--- config.mk ---
export PLATFORM = sky130hd
export DESIGN_NAME = seq_div_16x8
export DESIGN_NICKNAME = d
export VERILOG_FILES = /design/src/rtl/seq_div_16x8.sv
export SDC_FILE = /design/constraint.sdc
export NUM_CORES = 1
export LEC_CHECK = 0
export ABC_AREA = 1
export CAP_MARGIN = 0
export CORE_MARGIN = 2
export CORE_UTILIZATION = 45
export CTS_CLUSTER_SIZE = 14
export DETAILED_ROUTE_END_ITERATION = 8
export PLACE_DENSITY = 0.71
export SKIP_LAST_GASP = 1
export SLEW_MARGIN = 0
export SYNTH_ARGS = -nofsm -noshare
export SYNTH_HDL_FRONTEND = slang
export SYNTH_SLANG_ARGS = --single-unit
--- constraint.sdc ---
create_clock -name clk -period 1.6 [get_ports clk]
set_input_delay 0.24 -clock clk [delete_from_list [all_inputs] [get_ports clk]]
set_output_delay 0.24 -clock clk [all_outputs]
set_load 0.01 [all_outputs]
--- src/rtl/seq_div_16x8.sv ---
`default_nettype none
// ============================================================================
// Module   : seq_div_16x8
// Purpose  : Sequential restoring divider. A 2*WIDTH-bit dividend is divided
//            by a WIDTH-bit divisor. One quotient bit is produced per clock.
//            Division by zero and quotient overflow are reported on err.
//            Only one division is in flight at a time.
// Ports    : clk        - rising-edge clock
//            rst_n      - asynchronous active-low reset
//            in_valid   - dividend/divisor valid
//            in_ready   - block can accept an operation (IDLE only)
//            dividend   - 2*WIDTH-bit numerator, sampled on input handshake
//            divisor    - WIDTH-bit denominator, sampled on input handshake
//            out_valid  - quot/rem/err valid
//            out_ready  - consumer accepts the result
//            quot       - WIDTH-bit quotient
//            rem        - WIDTH-bit remainder
//            err        - overflow or divide-by-zero for this result
// Revision : 1.0  initial release
// ============================================================================
module seq_div_16x8 #(
   parameter int WIDTH = 8
) (
   input  logic               clk,
   input  logic               rst_n,
   input  logic               in_valid,
   output logic               in_ready,
   input  logic [2*WIDTH-1:0] dividend,
   input  logic [WIDTH-1:0]   divisor,
   output logic               out_valid,
   input  logic               out_ready,
   output logic [WIDTH-1:0]   quot,
   output logic [WIDTH-1:0]   rem,
   output logic               err
);

   localparam int CW = (WIDTH > 1) ? $clog2(WIDTH) : 1;
   localparam logic [CW-1:0] c_last = CW'(WIDTH - 1);
   localparam logic [CW-1:0] c_one  = CW'(1);

   typedef enum logic [1:0] {
      S_IDLE = 2'd0,
      S_CALC = 2'd1,
      S_DONE = 2'd2
   } state_t;

   state_t             r_state;
   logic               r_in_ready;
   logic               r_out_valid;
   logic [WIDTH-1:0]   r_quot;
   logic [WIDTH-1:0]   r_rem;
   logic               r_err;
   logic [CW-1:0]      r_cnt;
   logic [WIDTH-1:0]   r_p;        // partial remainder, always < divisor
   logic [WIDTH-1:0]   r_shift;    // remaining low dividend bits, MSB first
   logic [WIDTH-1:0]   r_q;        // quotient bits collected so far
   logic [WIDTH-1:0]   r_divisor;
   logic               r_ovf;      // operation flagged as overflow at accept

   logic               w_ovf;
   logic [WIDTH:0]     w_t;
   logic               w_ge;
   logic [WIDTH-1:0]   w_diff;
   logic [WIDTH-1:0]   w_p_next;
   logic [WIDTH-1:0]   w_q_next;

   // Quotient fits in WIDTH bits only if the upper dividend half is below
   // the divisor; this comparison also catches divisor == 0.
   assign w_ovf    = (dividend[2*WIDTH-1:WIDTH] >= divisor);

   // Trial shift of the partial remainder. The difference only matters when
   // T >= divisor, and then it is smaller than the divisor, so WIDTH bits hold it.
   assign w_t      = {r_p, r_shift[WIDTH-1]};
   assign w_ge     = (w_t >= {1'b0, r_divisor});
   assign w_diff   = w_t[WIDTH-1:0] - r_divisor;
   assign w_p_next = w_ge ? w_diff : w_t[WIDTH-1:0];
   assign w_q_next = {r_q[WIDTH-2:0], w_ge};

   always_ff @(posedge clk or negedge rst_n) begin
      if (!rst_n) begin
         r_state     <= S_IDLE;
         r_in_ready  <= 1'b0;
         r_out_valid <= 1'b0;
         r_quot      <= '0;
         r_rem       <= '0;
         r_err       <= 1'b0;
         r_cnt       <= '0;
         r_p         <= '0;
         r_shift     <= '0;
         r_q         <= '0;
         r_divisor   <= '0;
         r_ovf       <= 1'b0;
      end else begin
         case (r_state)
            S_IDLE: begin
               // in_ready rises on the first edge after reset release.
               r_in_ready <= 1'b1;
               if (in_valid && r_in_ready) begin
                  r_in_ready <= 1'b0;
                  r_divisor  <= divisor;
                  r_p        <= dividend[2*WIDTH-1:WIDTH];
                  r_shift    <= dividend[WIDTH-1:0];
                  r_q        <= '0;
                  r_cnt      <= '0;
                  r_ovf      <= w_ovf;
                  r_state    <= S_CALC;
               end
            end
            S_CALC: begin
               if (r_ovf) begin
                  // Error results still take one edge so they share the
                  // registered output path of normal results.
                  r_quot      <= '1;
                  r_rem       <= '1;
                  r_err       <= 1'b1;
                  r_out_valid <= 1'b1;
                  r_state     <= S_DONE;
               end else begin
                  r_p     <= w_p_next;
                  r_shift <= {r_shift[WIDTH-2:0], 1'b0};
                  r_q     <= w_q_next;
                  r_cnt   <= r_cnt + c_one;
                  if (r_cnt == c_last) begin
                     r_quot      <= w_q_next;
                     r_rem       <= w_p_next;
                     r_err       <= 1'b0;
                     r_out_valid <= 1'b1;
                     r_state     <= S_DONE;
                  end
               end
            end
            S_DONE: begin
               if (out_ready) begin
                  r_out_valid <= 1'b0;
                  r_in_ready  <= 1'b1;
                  r_state     <= S_IDLE;
               end
            end
            default: begin
               r_out_valid <= 1'b0;
               r_in_ready  <= 1'b0;
               r_state     <= S_IDLE;
            end
         endcase
      end
   end

   assign in_ready  = r_in_ready;
   assign out_valid = r_out_valid;
   assign quot      = r_quot;
   assign rem       = r_rem;
   assign err       = r_err;

endmodule
`default_nettype wire

### Selected gate families

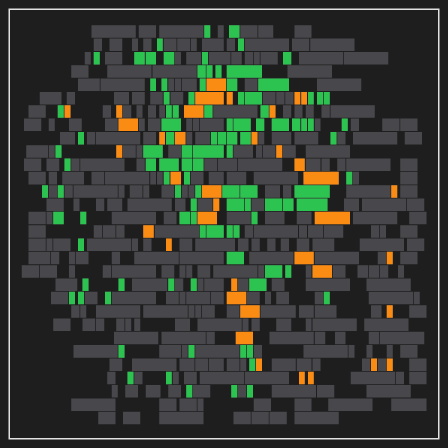
Green marks NAND gates, cells 105. Orange marks NOR gates, cells 38.

### Sequential cells grouped by signal name

Scale bar: 20 um. Other sequential cells in the stronger grey, the rest of the logic in the fainter grey.
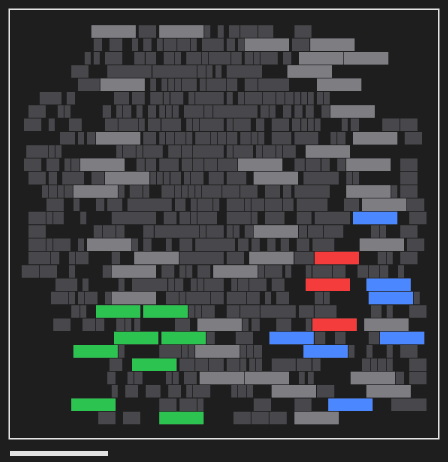
Blue marks `r_q`, placed flops 7, where bottom right. Green marks `r_shift`, placed flops 8. Red marks `r_cnt`, placed flops 3.

==> results_dict.tcl <==
# collected from the flow reports
set metrics [dict create \
    intPower_mw 5.825 \
    grt_util_all_layers 0.2146 \
    crit_type "reg -> reg" \
    netlist_area_um2 3127 \
    nets 515 \
    edf_count 0 \
    bufAreaShareNonClock 0.1975 \
    pwr-share-comb 0.696 \
    crit_slowest_cell "dfrtp_1" \
    ios 47 \
    io_buffers 46 \
    p_seq_mw 2.53 \
    cp_cell_sequence "ha_4 > inv_1 > nor2_1 > nand2_2 > nor2_4 > nor2_4 > buf_6 > nand3_2 > nand3_2 > o21ai_1" \
    hold_viol 0 \
    nClkBuffers 5 \
    dp_cells 535 \
    ff_latch_area_um2 1401 \
    critPathBufInv 2 \
    drcViolationCount 0 \
    clkCellAreaFrac 0.02017 \
    numCtsBuffers 5 \
    reg2reg_depth 10 \
    r2r-end "rem[2]" \
    dpl_cell_area_um2 4010 \
    yosysChipArea_um2 3127 \
    peakVddDrop_mv 0.8664 \
    clkSinkCount 56 \
    sequential_cell_total 56 \
    drt-total-wl_mm 8.370 \
    dr.pass1.iters 4 \
    critPathCapture "rem[2]" \
    first_iter_violations 135 \
    crit_path_start_kind "flip-flop" \
    num_antenna_cells 0 \
    ys_sh_xor 0.008403 \
    dieArea_um2 7631 \
    wl_per_cell_um 15.25 \
    cts_root_buf "clkbuf_8" \
    relSlewSlack 0.6978 \
    final_antenna_net_count 0 \
    layout.cells.most_common "nand2_1" \
    holdWs_ps 436.7 \
    ys_cells 377 \
    synth_top_cell_by_count "nand2_1" \
    largestClassByArea "combinational gates" \
    overflow 0 \
    cts_max_level 2 \
    cts_tree "yes" \
    status "complete, but fails checks" \
    routed_via_density 5.299 \
    leakage_nw 2.075 \
    finalCriticalPeriod_ps 1868 \
    setup-violations-final 18 \
    first_global_vias 2869 \
    logic_area_um2 1747 \
    netlist_logic_family_top "simple AND/OR/NAND/NOR gates" \
    fp_util 0.4628 \
    cp.depth 10 \
    lay_top_cells "64 x nand2_1, 56 x dfrtp_1, 48 x inv_1, 45 x clkdlybuf4s50_1, 37 x buf_4" \
    nMultiInputCombCells 249 \
    syn_avg_cell_area_um2 8.294 \
    failed_checks "negative setup slack" \
    yosysWarnings 0 \
    fin_ws_ps -267.7 \
    end_kind "flip-flop" \
    startpoint "r_p[5]" \
    nFillCells 554 \
]
==> timing repair <==
item	CTS	global route
hold endpoints to repair	56	0
endpoints found under the setup margin	18	30
gates cloned	1	0
resized	33	49
pin swaps	26	30
hold buffers	1	0
buffers inserted	4	3
==> per-layer routing <==
metal,global-route usage,share of wire,vias to the layer above
met4,0.08252,0.031,0
li1,-,-,1415
met2,0.3430,0.48,95
met3,0.04265,0.053,31
met5,0,0,-
met1,0.2866,0.43,1368
==> state kept, by name, indices dropped and copies added (netlist names) <==
name,count
r_state,2
quot,8
r_ovf,1
r_q,7
in_ready,1
r_p,8
r_cnt,3
rem,8
r_divisor,8
err,1
out_valid,1
r_shift,8
No activity file was given, so power comes from the tool's default toggle rates.
